File: src/rtl/sc_mtimer_pkg.sv
// Shared types and constants for the multi-channel timer.
// Imported by the interface, the channel and the top.
package sc_mtimer_pkg;

  typedef enum logic {
    MODE_ONESHOT  = 1'b0,
    MODE_PERIODIC = 1'b1
  } mode_e;

  localparam int DEF_WIDTH    = 24;
  localparam int DEF_CHANNELS = 4;

  // Bits needed to hold 0..value-1, never less than one.
  function automatic int clog2_min1(input int value);
    int w = 1;
    while ((1 << w) < value) w++;
    return w;
  endfunction

endpackage

File: src/rtl/sc_mtimer_if.sv
// Control/status bus of sc_mtimer: write port, per-channel enables/clears,
// tick/done flags and the read-back count.
interface sc_mtimer_if
  import sc_mtimer_pkg::*;
#(
  parameter int CHANNELS = DEF_CHANNELS,
  parameter int WIDTH    = DEF_WIDTH,
  parameter int ADDRW    = clog2_min1(DEF_CHANNELS)
);

  logic                SC_MTIMER_Write_InHigh;
  logic [ADDRW-1:0]    SC_MTIMER_Addr_InBUS;
  logic [WIDTH-1:0]    SC_MTIMER_Period_InBUS;
  logic                SC_MTIMER_Mode_InHigh;
  logic [CHANNELS-1:0] SC_MTIMER_Enable_InBUS;
  logic [CHANNELS-1:0] SC_MTIMER_Clear_InBUS;
  logic [CHANNELS-1:0] SC_MTIMER_Tick_OutBUS;
  logic [CHANNELS-1:0] SC_MTIMER_Done_OutBUS;
  logic [WIDTH-1:0]    SC_MTIMER_data_OutBUS;

  modport master (
    output SC_MTIMER_Write_InHigh, SC_MTIMER_Addr_InBUS, SC_MTIMER_Period_InBUS,
           SC_MTIMER_Mode_InHigh, SC_MTIMER_Enable_InBUS, SC_MTIMER_Clear_InBUS,
    input  SC_MTIMER_Tick_OutBUS, SC_MTIMER_Done_OutBUS, SC_MTIMER_data_OutBUS
  );

  modport slave (
    input  SC_MTIMER_Write_InHigh, SC_MTIMER_Addr_InBUS, SC_MTIMER_Period_InBUS,
           SC_MTIMER_Mode_InHigh, SC_MTIMER_Enable_InBUS, SC_MTIMER_Clear_InBUS,
    output SC_MTIMER_Tick_OutBUS, SC_MTIMER_Done_OutBUS, SC_MTIMER_data_OutBUS
  );

endinterface

File: src/rtl/sc_mtimer_channel.sv
// One timer channel: count, period, mode, registered tick and sticky done.
// Priority per edge: reset > clear > write > advance.
module sc_mtimer_channel
  import sc_mtimer_pkg::*;
#(
  parameter int WIDTH = DEF_WIDTH
) (
  input  logic             SC_MTIMER_CHANNEL_CLOCK_50,
  input  logic             SC_MTIMER_CHANNEL_RESET_InLow,
  input  logic             SC_MTIMER_CHANNEL_Write_InHigh,
  input  logic [WIDTH-1:0] SC_MTIMER_CHANNEL_Period_InBUS,
  input  logic             SC_MTIMER_CHANNEL_Mode_InHigh,
  input  logic             SC_MTIMER_CHANNEL_Enable_InHigh,
  input  logic             SC_MTIMER_CHANNEL_Clear_InHigh,
  input  logic             SC_MTIMER_CHANNEL_Adv_InHigh,
  output logic             SC_MTIMER_CHANNEL_Tick_OutHigh,
  output logic             SC_MTIMER_CHANNEL_Done_OutHigh,
  output logic [WIDTH-1:0] SC_MTIMER_CHANNEL_Count_OutBUS
);

  localparam logic [WIDTH-1:0] ONE = WIDTH'(1);

  logic [WIDTH-1:0] count_q;
  logic [WIDTH-1:0] period_q;
  mode_e            mode_q;
  logic             tick_q;
  logic             done_q;
  logic             step;

  assign step = SC_MTIMER_CHANNEL_Enable_InHigh & SC_MTIMER_CHANNEL_Adv_InHigh &
                ~done_q & (period_q != '0);

  // NOTE: every register here is written with <= so all of them see the
  // pre-edge values of each other, whatever order the branches appear in.
  always_ff @(posedge SC_MTIMER_CHANNEL_CLOCK_50) begin
    if (!SC_MTIMER_CHANNEL_RESET_InLow) begin
      count_q  <= '0;
      period_q <= '0;
      mode_q   <= MODE_ONESHOT;
      tick_q   <= 1'b0;
      done_q   <= 1'b0;
    end else begin
      tick_q <= 1'b0;
      if (SC_MTIMER_CHANNEL_Clear_InHigh) begin
        count_q <= '0;
        done_q  <= 1'b0;
      end else if (SC_MTIMER_CHANNEL_Write_InHigh) begin
        period_q <= SC_MTIMER_CHANNEL_Period_InBUS;
        mode_q   <= mode_e'(SC_MTIMER_CHANNEL_Mode_InHigh);
        count_q  <= '0;
        done_q   <= 1'b0;
      end else if (step) begin
        if (count_q == period_q - ONE) begin
          tick_q <= 1'b1;
          // One-shot parks at period so the count reads as "fully elapsed".
          if (mode_q == MODE_PERIODIC) begin
            count_q <= '0;
          end else begin
            count_q <= period_q;
            done_q  <= 1'b1;
          end
        end else begin
          count_q <= count_q + ONE;
        end
      end
    end
  end

  assign SC_MTIMER_CHANNEL_Tick_OutHigh = tick_q;
  assign SC_MTIMER_CHANNEL_Done_OutHigh = done_q;
  assign SC_MTIMER_CHANNEL_Count_OutBUS = count_q;

endmodule

File: src/rtl/sc_mtimer.sv
// Multi-channel timer: shared prescaler, CHANNELS independent up-counters,
// address-decoded period/mode writes and a muxed count read-back.
module sc_mtimer
  import sc_mtimer_pkg::*;
#(
  parameter int CHANNELS = DEF_CHANNELS,
  parameter int WIDTH    = DEF_WIDTH,
  parameter int PRESCALE = 1,
  parameter int ADDRW    = clog2_min1(CHANNELS)
) (
  input  logic       SC_MTIMER_CLOCK_50,
  input  logic       SC_MTIMER_RESET_InLow,
  sc_mtimer_if.slave bus
);

  logic                adv;
  logic [CHANNELS-1:0] write_sel;
  logic [CHANNELS-1:0] tick_w;
  logic [CHANNELS-1:0] done_w;
  logic [WIDTH-1:0]    count_w [CHANNELS];
  logic [WIDTH-1:0]    data_w;

  // Prescaler runs regardless of channel activity; only reset touches it.
  generate
    if (PRESCALE > 1) begin : g_psc
      localparam int             PSW      = clog2_min1(PRESCALE);
      localparam logic [PSW-1:0] PSC_LAST = PSW'(PRESCALE - 1);
      logic [PSW-1:0] psc_q;

      always_ff @(posedge SC_MTIMER_CLOCK_50) begin
        if (!SC_MTIMER_RESET_InLow) begin
          psc_q <= '0;
        end else if (psc_q == PSC_LAST) begin
          psc_q <= '0;
        end else begin
          psc_q <= psc_q + PSW'(1);
        end
      end

      assign adv = (psc_q == PSC_LAST);
    end else begin : g_no_psc
      assign adv = 1'b1;
    end
  endgenerate

  for (genvar i = 0; i < CHANNELS; i++) begin : g_ch
    assign write_sel[i] = bus.SC_MTIMER_Write_InHigh &
                          (bus.SC_MTIMER_Addr_InBUS == ADDRW'(i));

    sc_mtimer_channel #(.WIDTH(WIDTH)) u_channel (
      .SC_MTIMER_CHANNEL_CLOCK_50      (SC_MTIMER_CLOCK_50),
      .SC_MTIMER_CHANNEL_RESET_InLow   (SC_MTIMER_RESET_InLow),
      .SC_MTIMER_CHANNEL_Write_InHigh  (write_sel[i]),
      .SC_MTIMER_CHANNEL_Period_InBUS  (bus.SC_MTIMER_Period_InBUS),
      .SC_MTIMER_CHANNEL_Mode_InHigh   (bus.SC_MTIMER_Mode_InHigh),
      .SC_MTIMER_CHANNEL_Enable_InHigh (bus.SC_MTIMER_Enable_InBUS[i]),
      .SC_MTIMER_CHANNEL_Clear_InHigh  (bus.SC_MTIMER_Clear_InBUS[i]),
      .SC_MTIMER_CHANNEL_Adv_InHigh    (adv),
      .SC_MTIMER_CHANNEL_Tick_OutHigh  (tick_w[i]),
      .SC_MTIMER_CHANNEL_Done_OutHigh  (done_w[i]),
      .SC_MTIMER_CHANNEL_Count_OutBUS  (count_w[i])
    );
  end

  // NOTE: data_w gets a default before the loop so an unmatched address
  // (Addr >= CHANNELS) reads 0 instead of inferring a latch.
  always_comb begin
    data_w = '0;
    for (int i = 0; i < CHANNELS; i++) begin
      if (bus.SC_MTIMER_Addr_InBUS == ADDRW'(i)) data_w = count_w[i];
    end
  end

  assign bus.SC_MTIMER_Tick_OutBUS = tick_w;
  assign bus.SC_MTIMER_Done_OutBUS = done_w;
  assign bus.SC_MTIMER_data_OutBUS = data_w;

endmodule

File: src/flat_wrapper.sv
// flat-port wrapper written by rule: the top's interface ports become plain ports
module sc_mtimer_flat import sc_mtimer_pkg::*;
#(
  parameter int CHANNELS = DEF_CHANNELS,
  parameter int WIDTH    = DEF_WIDTH,
  parameter int PRESCALE = 1,
  parameter int ADDRW    = clog2_min1(CHANNELS)
)
  (SC_MTIMER_CLOCK_50, SC_MTIMER_RESET_InLow, bus_SC_MTIMER_Write_InHigh, bus_SC_MTIMER_Addr_InBUS, bus_SC_MTIMER_Period_InBUS, bus_SC_MTIMER_Mode_InHigh, bus_SC_MTIMER_Enable_InBUS, bus_SC_MTIMER_Clear_InBUS, bus_SC_MTIMER_Tick_OutBUS, bus_SC_MTIMER_Done_OutBUS, bus_SC_MTIMER_data_OutBUS);
  sc_mtimer_if #(.CHANNELS(CHANNELS), .WIDTH(WIDTH), .ADDRW(ADDRW)) bus_i ();
  input  logic SC_MTIMER_CLOCK_50;
  input  logic SC_MTIMER_RESET_InLow;
  input wire logic [$bits(bus_i.SC_MTIMER_Write_InHigh)-1:0] bus_SC_MTIMER_Write_InHigh;
  input wire logic [$bits(bus_i.SC_MTIMER_Addr_InBUS)-1:0] bus_SC_MTIMER_Addr_InBUS;
  input wire logic [$bits(bus_i.SC_MTIMER_Period_InBUS)-1:0] bus_SC_MTIMER_Period_InBUS;
  input wire logic [$bits(bus_i.SC_MTIMER_Mode_InHigh)-1:0] bus_SC_MTIMER_Mode_InHigh;
  input wire logic [$bits(bus_i.SC_MTIMER_Enable_InBUS)-1:0] bus_SC_MTIMER_Enable_InBUS;
  input wire logic [$bits(bus_i.SC_MTIMER_Clear_InBUS)-1:0] bus_SC_MTIMER_Clear_InBUS;
  output wire logic [$bits(bus_i.SC_MTIMER_Tick_OutBUS)-1:0] bus_SC_MTIMER_Tick_OutBUS;
  output wire logic [$bits(bus_i.SC_MTIMER_Done_OutBUS)-1:0] bus_SC_MTIMER_Done_OutBUS;
  output wire logic [$bits(bus_i.SC_MTIMER_data_OutBUS)-1:0] bus_SC_MTIMER_data_OutBUS;
  assign bus_i.SC_MTIMER_Write_InHigh = bus_SC_MTIMER_Write_InHigh;
  assign bus_i.SC_MTIMER_Addr_InBUS = bus_SC_MTIMER_Addr_InBUS;
  assign bus_i.SC_MTIMER_Period_InBUS = bus_SC_MTIMER_Period_InBUS;
  assign bus_i.SC_MTIMER_Mode_InHigh = bus_SC_MTIMER_Mode_InHigh;
  assign bus_i.SC_MTIMER_Enable_InBUS = bus_SC_MTIMER_Enable_InBUS;
  assign bus_i.SC_MTIMER_Clear_InBUS = bus_SC_MTIMER_Clear_InBUS;
  assign bus_SC_MTIMER_Tick_OutBUS = bus_i.SC_MTIMER_Tick_OutBUS;
  assign bus_SC_MTIMER_Done_OutBUS = bus_i.SC_MTIMER_Done_OutBUS;
  assign bus_SC_MTIMER_data_OutBUS = bus_i.SC_MTIMER_data_OutBUS;
  sc_mtimer #(.CHANNELS(CHANNELS), .WIDTH(WIDTH), .PRESCALE(PRESCALE), .ADDRW(ADDRW)) u_core (.SC_MTIMER_CLOCK_50(SC_MTIMER_CLOCK_50), .SC_MTIMER_RESET_InLow(SC_MTIMER_RESET_InLow), .bus(bus_i));
endmodule
File: config.mk
export PLATFORM = sky130hd
export DESIGN_NAME = sc_mtimer_flat
export DESIGN_NICKNAME = d
export VERILOG_FILES = /design/src/rtl/sc_mtimer_pkg.sv /design/src/rtl/sc_mtimer_if.sv /design/src/rtl/sc_mtimer_channel.sv /design/src/rtl/sc_mtimer.sv /design/src/flat_wrapper.sv
export SDC_FILE = /design/constraint.sdc
export NUM_CORES = 1
export LEC_CHECK = 0
export CAP_MARGIN = 0
export CORE_AREA = 2 2 231 119
export DETAILED_ROUTE_END_ITERATION = 8
export DIE_AREA = 0 0 233 121
export MAX_ROUTING_LAYER = met4
export PLACE_DENSITY = 0.77
export SLEW_MARGIN = 5
export SYNTH_ARGS = -nofsm -noshare
export SYNTH_HDL_FRONTEND = slang
export SYNTH_SLANG_ARGS = --single-unit
File: constraint.sdc
create_clock -name SC_MTIMER_CLOCK_50 -period 3.43 [get_ports SC_MTIMER_CLOCK_50]
set_input_delay 0.686 -clock SC_MTIMER_CLOCK_50 [delete_from_list [all_inputs] [get_ports SC_MTIMER_CLOCK_50]]
set_output_delay 0.686 -clock SC_MTIMER_CLOCK_50 [all_outputs]
set_load 0.03 [all_outputs]
run_1/flops_by_reg.png
Bar = 50 um.
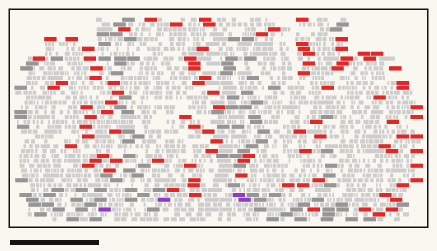
[purple] u_core.g_ch.u_channel.mode_q | placed flops: 4 | where: bottom centre
[red] u_core.g_ch.u_channel.SC_MTIMER_CHANNEL_Count_OutBUS | placed flops: 96 | where: widely spread
not coloured: 104

run_1/sizes.png
Bar = 50 um.
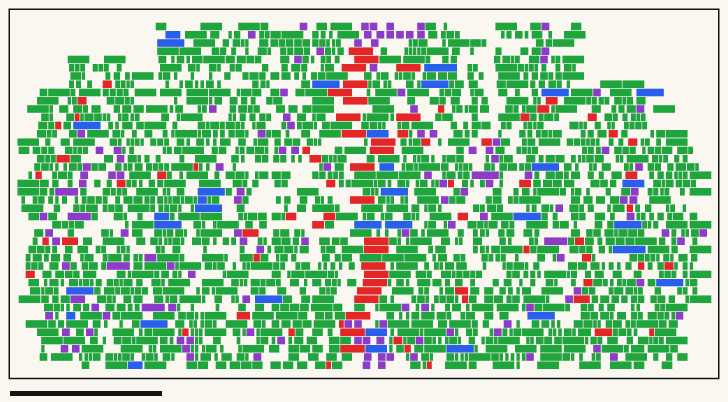
[blue] _6 and larger | cells: 33 | share: 1.7%
[green] _0 and _1 cells | cells: 1712 | share: 88%
[purple] _3 and _4 cells | cells: 131 | share: 6.7%
[red] _2 cells | cells: 78 | share: 4.0%

run_1/placement_by_type.png
Bar = 50 um.
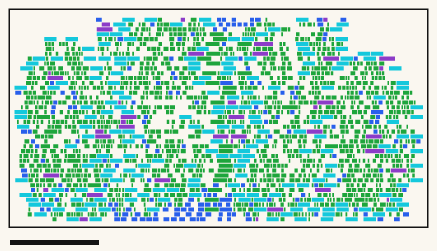
[cyan] flops | cells: 204 | share of their area: 25%
[green] combinational and other logic | cells: 1544 | share of their area: 61%
[blue] other buffers and delay cells | cells: 168 | share of their area: 8.8%
[purple] clock drivers and dummy loads | cells: 38 | share of their area: 4.4%

==> run notes, run 1 <==
Implementation summary

The run finished with clean final reports. Among the non-sequential cells, simple AND/OR/NAND/NOR gates take the most area. The synthesized netlist net count is 1954. The met3 track demand over resource is 9.516%.

Per the OpenROAD floorplan log, the area of the die is 0.02819 mm2. Before any placement, the netlist area is recorded as 0.01451 mm2. In this run the power density over the cells is 357.8 mW/mm2. Per the post-place timing report, worst setup slack is 0.1336 ns. The routed design shows a wire length per standard cell of 22.66 um. The placer's final routability congestion estimate is 1.065.

The commonest register cell after synthesis is sky130_fd_sc_hd__dfxtp_1. On the worst setup and hold paths after CTS, the clock-pin slew comes to 0.07 ns. Sorting the synthesized cells by area gives the leading types as sky130_fd_sc_hd__dfxtp_1, sky130_fd_sc_hd__nand2_1, sky130_fd_sc_hd__a21boi_0, sky130_fd_sc_hd__xnor2_1, sky130_fd_sc_hd__a21oi_1. For this block, the via count after detailed routing is 15180. The post-route minimum period is 3.254 ns. Net switching is 29.61% of the power. The clock insertion delay at the later pin of the skew report is 0.54 ns. The count of endpoints failing hold in the final timing report is 0.

The number of clock sinks came to 204. The total length of routed wires is 52.34 mm. The area fraction in mux cells is 5.285%. The via count of the first global-routing pass is 13730.
run 1: layout by cell type (no fill, tap or decap), types with 27 or more instances in the layout:
cell,instances
sky130_fd_sc_hd__inv_1,31
sky130_fd_sc_hd__nand2_1,307
sky130_fd_sc_hd__and3_1,37
sky130_fd_sc_hd__nor2_1,105
sky130_fd_sc_hd__a21boi_0,102
sky130_fd_sc_hd__nor3_1,53
sky130_fd_sc_hd__o21ai_0,66
sky130_fd_sc_hd__xnor2_1,84
sky130_fd_sc_hd__nor4_1,37
sky130_fd_sc_hd__nand4_1,33
sky130_fd_sc_hd__a31oi_1,33
sky130_fd_sc_hd__xor2_1,41
sky130_fd_sc_hd__dfxtp_1,204
sky130_fd_sc_hd__clkdlybuf4s50_1,43
sky130_fd_sc_hd__a21oi_1,108
sky130_fd_sc_hd__a211oi_1,30
sky130_fd_sc_hd__buf_4,119
sky130_fd_sc_hd__nand3_1,74
sky130_fd_sc_hd__or3_1,27
run 1: final cells by class:
cell class	count	area [um2]
clock buffer	26	584.3
clock inverter	12	127.6
sequential	204	4084
antenna	4	10.01
multi-input combinational	1512	9716
tap	352	440.4
timing repair buffer	168	1414
fill	2352	9622
inverter	32	120.1
run 1: path summary, 6_finish.rpt:
kind / endpoint / slack (ns) / cells past startpoint
max: register / 0.18 / 11
min: register / 0.49 / 1
max reg2reg: register / 0.18 / 11
min reg2reg: register / 0.49 / 1
run 1: state kept, by name (all words and copies together) (netlist names):
| name | flops |
|---|---|
| u_core.g_ch.u_channel.SC_MTIMER_CHANNEL_Tick_OutHigh | 4 |
| u_core.g_ch.u_channel.SC_MTIMER_CHANNEL_Count_OutBUS | 96 |
| u_core.g_ch.u_channel.mode_q | 4 |
| u_core.g_ch.u_channel.SC_MTIMER_CHANNEL_Done_OutHigh | 4 |
| u_core.g_ch.u_channel.period_q | 96 |
==> run 1 -> run 2 <==
- CAP_MARGIN: 0 -> 20
- CORE_AREA: 2 2 231 119 -> 10 10 239 127
- DIE_AREA: 0 0 233 121 -> 0 0 249 137
run_2/flops_by_reg.png
Bar = 50 um.
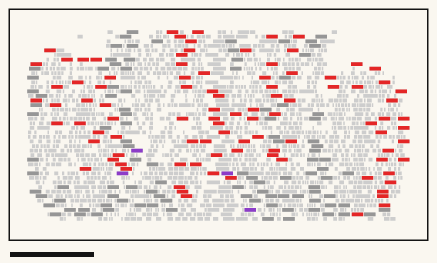
sequential cell area share: 24.51%
utilization after layout: 63.79%

run_2/sizes.png
Bar = 50 um.
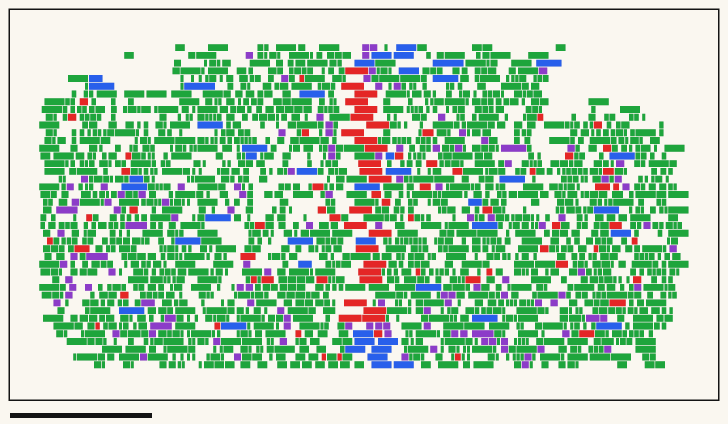
[green] _0 and _1 cells | cells: 1710 | share: 88%
[purple] _3 and _4 cells | cells: 120 | share: 6.1%
[blue] _6 and larger | cells: 45 | share: 2.3%
[red] _2 cells | cells: 79 | share: 4.0%

run_2/placement_by_type.png
Bar = 50 um.
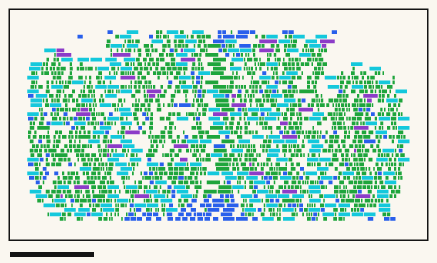
[blue] other buffers and delay cells | cells: 170 | share of their area: 9.7%
[purple] clock drivers and dummy loads | cells: 36 | share of their area: 4.3%
[green] combinational and other logic | cells: 1544 | share of their area: 61%
[cyan] flops | cells: 204 | share of their area: 25%

==> run 2 against run 1 <==
Design area is 1.0% higher. Hold slack got worse by 0.0018 ns. Cell count about the same. Register-to-register slack better by 0.06 ns. Largest power group unchanged. Largest cell class unchanged. Core utilization up 0.63 points. Critical path depth is 2 lower. Sequential power about the same. Highest routed layer unchanged. Global-route usage down 7.1 points. Sequential share of layout area decreased by 0.25 points. Die area increased by 21%.
==> run notes, run 2 <==
Implementation summary

The area taken by multi-input logic gates is 0.009731 mm2 (was 0.009716 mm2). The initial antenna violation count came to 0 (was 4). Result of the run: completed (unchanged).

The fraction of the mapped netlist area in simple logic gates was 29.00% (unchanged). Setup repair after global routing missed its margin: true (was false). The synthesized cell area is 0.01451 mm2 (unchanged).

The total die size is 0.03411 mm2 (was 0.02819 mm2). The classification of the worst setup path is register to register (unchanged). The post-route minimum period is 3.196 ns (was 3.254 ns).

The via count of the first global-routing pass is 13820 (was 13730). The clock sink count is 204 (unchanged). The area share of and-or/or-and cells after synthesis is 23.92% (unchanged).

The synthesized netlist net count is 1954 (unchanged). The number of pins exceeding their max-slew limit in the final report was 0 (unchanged). The clock slew seen by the registers of the worst setup and hold paths is 0.07 ns (about the same). The most frequent cell after synthesis is sky130_fd_sc_hd__nand2_1 (unchanged). The timing report shows the most common cell along the critical path to be sky130_fd_sc_hd__a22o_1. The cell row count is 42 (unchanged). The number of filler cells placed in the layout is 2283 (was 2352). The most frequent standard cell in the layout excluding fill and tap cells is sky130_fd_sc_hd__nand2_1 (unchanged). The minimum setup slack among reg-to-reg paths is 0.23 ns (was 0.18 ns). The layout overhead on the synthesized area is 14.80% (was 13.66%). The worst clock skew is 0.01229 ns (was 0.01422 ns). The number of nets in the final layout came to 1987 (was 1985). The area fraction in mux cells came to 5.285% (unchanged). The worst reg-to-reg path cell count is 9 (was 11). The total length of routed wires is 52.93 mm (was 52.34 mm). The count of endpoints failing hold in the final timing report is 0 (unchanged). The count of flip-flops with a built-in enable after synthesis was 0 (unchanged). The pin count of the biggest net entering global routing is 52 (was 33). The initial core utilization is 55.57% (unchanged).

The core footprint is 0.02612 mm2 (unchanged). The commonest register cell after synthesis was sky130_fd_sc_hd__dfxtp_1 (unchanged). The via count is 15220 (was 15180). The placer's final routability congestion estimate is 1.026 (was 1.065). The clock insertion delay at the later pin of the skew report is 0.52 ns (was 0.54 ns). The count of final setup violators is 0 (unchanged). The largest non-sequential cell family by area was simple AND/OR/NAND/NOR gates (unchanged). The flip-flop and latch count after synthesis is 204 (unchanged). Main area contributors: sky130_fd_sc_hd__dfxtp_1, sky130_fd_sc_hd__nand2_1, sky130_fd_sc_hd__a21boi_0, sky130_fd_sc_hd__xnor2_1, sky130_fd_sc_hd__a21oi_1 (unchanged). The class of the tightest hold or removal check is register to register (unchanged). The worst hold path depth is 1 (unchanged). Top cells excl fill/tap: sky130_fd_sc_hd__nand2_1, sky130_fd_sc_hd__dfxtp_1, sky130_fd_sc_hd__buf_4 (unchanged). The number of placed instances, taps included came to 2270 (was 2268).

The mean cell area of the mapped netlist is 7.606 um2 (unchanged). The average wire length per cell after detail routing is 22.93 um (was 22.66 um). The power density of the placed cells is 354.8 mW/mm2 (was 357.8 mW/mm2). The worst relative slew slack is 31.82% (was 29.61%).

The sequential standard cell area was 0.004084 mm2 (unchanged). The I/O pin count is 70 (unchanged).
-- run 2: area by class of cell --
| cell class | instances | area share [%] |
|---|---|---|
| Multi-Input combinational cell | 1512 | 58.40 |
| Sequential cell | 204 | 24.51 |
| Timing Repair Buffer | 170 | 9.477 |
| Clock buffer | 26 | 3.507 |
| Tap cell | 352 | 2.643 |
| Inverter | 32 | 0.7209 |
| Clock inverter | 10 | 0.7059 |
| Antenna cell | 2 | 0.03004 |
-- run 2: worst max path at each step --
stage	startpoint	to	slack (ns)	cells after the start
floorplan	u_core.g_ch[2].u_channel.period_q[8]	register	0.21	12
detailed placement	u_core.g_ch[2].u_channel.period_q[1]	register	0.09	11
global placement	u_core.g_ch[1].u_channel.period_q[4]	register	0.09	10
global route	u_core.g_ch[0].u_channel.period_q[0]	register	-0.002	10
finish	u_core.g_ch[2].u_channel.period_q[13]	register	0.23	9
CTS	u_core.g_ch[2].u_channel.period_q[1]	register	0.09	11
-- run 2: where the power goes --
group / switching (mW) / internal, mW / leakage, nW
sequential: 0.0585 / 2.40 / 1.65
clock: 1.07 / 1.37 / 0.351
combinational: 0.621 / 0.392 / 3.97
-- run 2: stage by stage --
step	util [%]	setup slack [ns]
final	63.79	0.2340
after global routing	63.77	-0.001551
after CTS	63.51	0.08574
after detailed placement	60.82	0.09173
after global placement	60.82	0.08649
after floorplan	-	0.2116
-- run 2: repair_timing --
action,CTS,global route
endpoints found under the hold margin,0,0
setup endpoints to repair,0,77
gates resized,0,15
-- run 2: routing by layer --
metal | track usage, % | vias up | wire length, um
met5 | - | - | 0
met4 | 11.11 | 0 | 1938
met1 | 39.60 | 7189 | 21740
met2 | 47.36 | 869 | 23090
met3 | 6.323 | 141 | 6162
li1 | - | 7021 | -
==> run 2 -> run 3 <==
- HOLD_SLACK_MARGIN: not set -> 0.06
run_3/placement_by_type.png
Bar = 50 um.
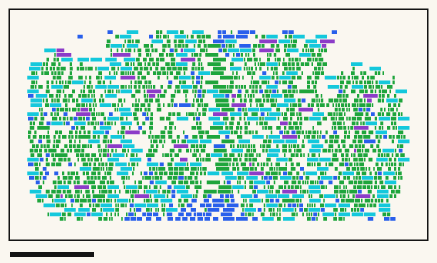
row count: 42
Layout Cell Area excl Fill: 0.01666 mm2
Placeable Area: 0.02612 mm2

run_3/sizes.png
Bar = 50 um.
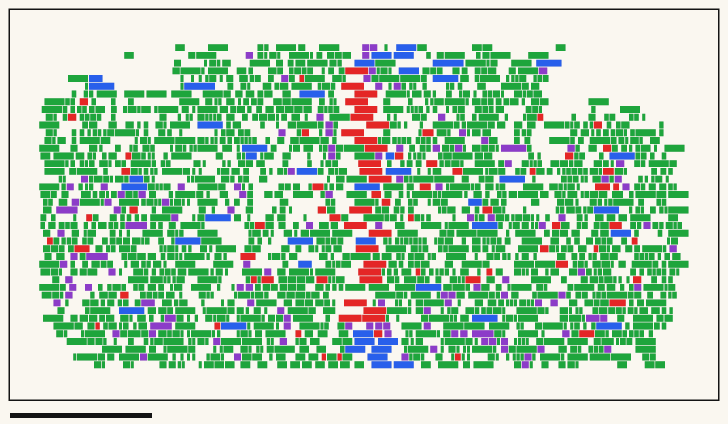
[green] _0 and _1 cells | cells: 1710 | share: 88%
[purple] _3 and _4 cells | cells: 120 | share: 6.1%
[blue] _6 and larger | cells: 45 | share: 2.3%
[red] _2 cells | cells: 79 | share: 4.0%

run_3/logic_types.png
Bar = 50 um.
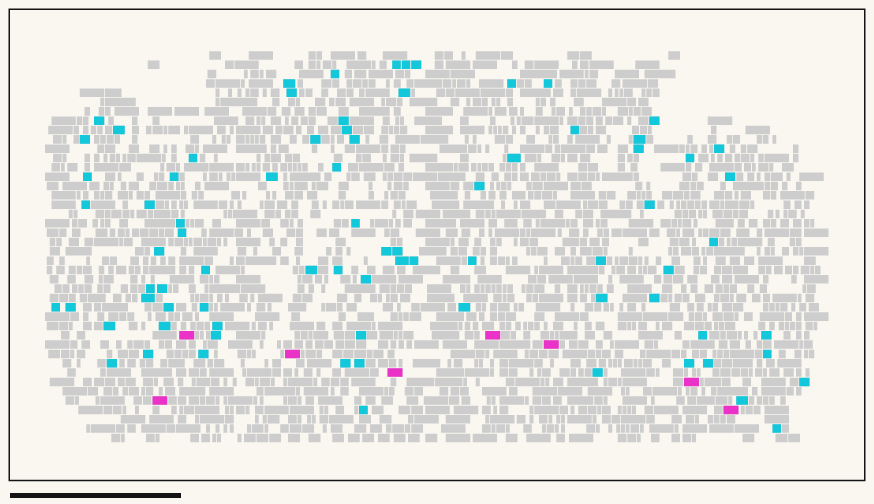
[magenta] adder and majority cells | cells: 8
[cyan] AND-OR and OR-AND gates | cells: 79

==> run 3 against run 2 <==
Core utilization is the same. Non-clock buffer count is the same. Synthesized area is the same. Combinational power is essentially flat. Critical path type unchanged. Via count is the same. Die area is the same. Highest routed layer unchanged. Sequential cell count is the same. Setup slack is the same. Register-to-register slack is essentially flat.
==> run notes, run 3 <==
Implementation summary

The pre-CTS setup slack is 0.09173 ns (unchanged). The worst hold path depth is 1 (unchanged). The count of final setup violators is 0 (unchanged). The commonest register cell after synthesis is sky130_fd_sc_hd__dfxtp_1 (unchanged). The power density of the placed cells came to 354.8 mW/mm2 (unchanged). The most numerous cell on the critical path is sky130_fd_sc_hd__a22o_1 (unchanged). The post-route minimum period is 3.196 ns (unchanged). Result of the run: completed (unchanged).

The global routing met2 resource utilization is 47.36% (unchanged). The I/O pin count was 70 (unchanged). The class of the tightest hold or removal check is register to register (unchanged).

The number of placed instances, taps included is 2270 (unchanged). The most frequent cell after synthesis is sky130_fd_sc_hd__nand2_1 (unchanged). The logic depth of the worst path, buffers included is 9 (unchanged). The total die size is 0.03411 mm2 (unchanged).

The initial antenna violation count is 0 (unchanged). The synthesized cell area came to 0.01451 mm2 (unchanged). The placer's final routability congestion estimate is 1.026 (unchanged). The busiest layer in global routing is met2 (unchanged). The number of pins exceeding their max-slew limit in the final report is 0 (unchanged). The number of gates given a new drive strength after cts is 0 (unchanged).

The minimum setup slack among reg-to-reg paths is 0.23 ns (about the same). The routing usage on met1 was 39.60% (unchanged). Top cells excl fill/tap: sky130_fd_sc_hd__nand2_1, sky130_fd_sc_hd__dfxtp_1, sky130_fd_sc_hd__buf_4 (unchanged).

The count of endpoints failing hold in the final timing report was 0 (unchanged). The clock slew seen by the registers of the worst setup and hold paths is 0.07 ns (about the same). The count of flip-flops with a built-in enable after synthesis is 0 (unchanged).
-- run 3: cell counts after synthesis --
Identical to the previous run, type by type.
-- run 3: logic make-up (layout without fill, tap and decap cells) --
group / after synthesis / count (layout) / share of synthesized area, %
DFF: 204 / 204 / 28.14
AOI/OAI and AO/OA: 508 / 508 / 23.92
muxes: 46 / 46 / 5.285
and+or+nand+nor: 825 / 825 / 29.00
other: 0 / 2 / 0
xor gates and xnor gates: 125 / 125 / 7.544
buffers and inverters: 192 / 238 / 5.423
adders and majority gates: 8 / 8 / 0.6897
-- run 3: area by class of cell --
class / instances / area [um2] / area share, %
multi-input cells: 1512 / 9731 / 58.40
well taps: 352 / 440.4 / 2.643
flip-flops and latches: 204 / 4084 / 24.51
inverters: 32 / 120.1 / 0.7209
clock buffers: 26 / 584.3 / 3.507
clock inverters: 10 / 117.6 / 0.7059
diodes: 2 / 5.005 / 0.03004
repair buffers: 170 / 1579 / 9.477
-- run 3: worst max-delay path by stage --
stage	slack (ns)	to	from
after floorplan	0.21	register	u_core.g_ch[2].u_channel.period_q[8]
after global placement	0.09	register	u_core.g_ch[1].u_channel.period_q[4]
after detailed placement	0.09	register	u_core.g_ch[2].u_channel.period_q[1]
after CTS	0.09	register	u_core.g_ch[2].u_channel.period_q[1]
after global routing	-0.002	register	u_core.g_ch[0].u_channel.period_q[0]
final	0.23	register	u_core.g_ch[2].u_channel.period_q[13]
-- run 3: where the power goes --
group | internal (mW) | switching, mW | leakage, nW
sequential | 2.40 | 0.0585 | 1.65
combinational | 0.392 | 0.621 | 3.97
clock | 1.37 | 1.07 | 0.351
total | 4.16 | 1.75 | 5.97
-- run 3: per-layer routing --
metal,routed length [um],up-vias
met3,6162,141
met5,0,-
met4,1938,0
li1,-,7021
met1,21740,7189
met2,23090,869
Power is estimated from default activity; no workload was simulated.
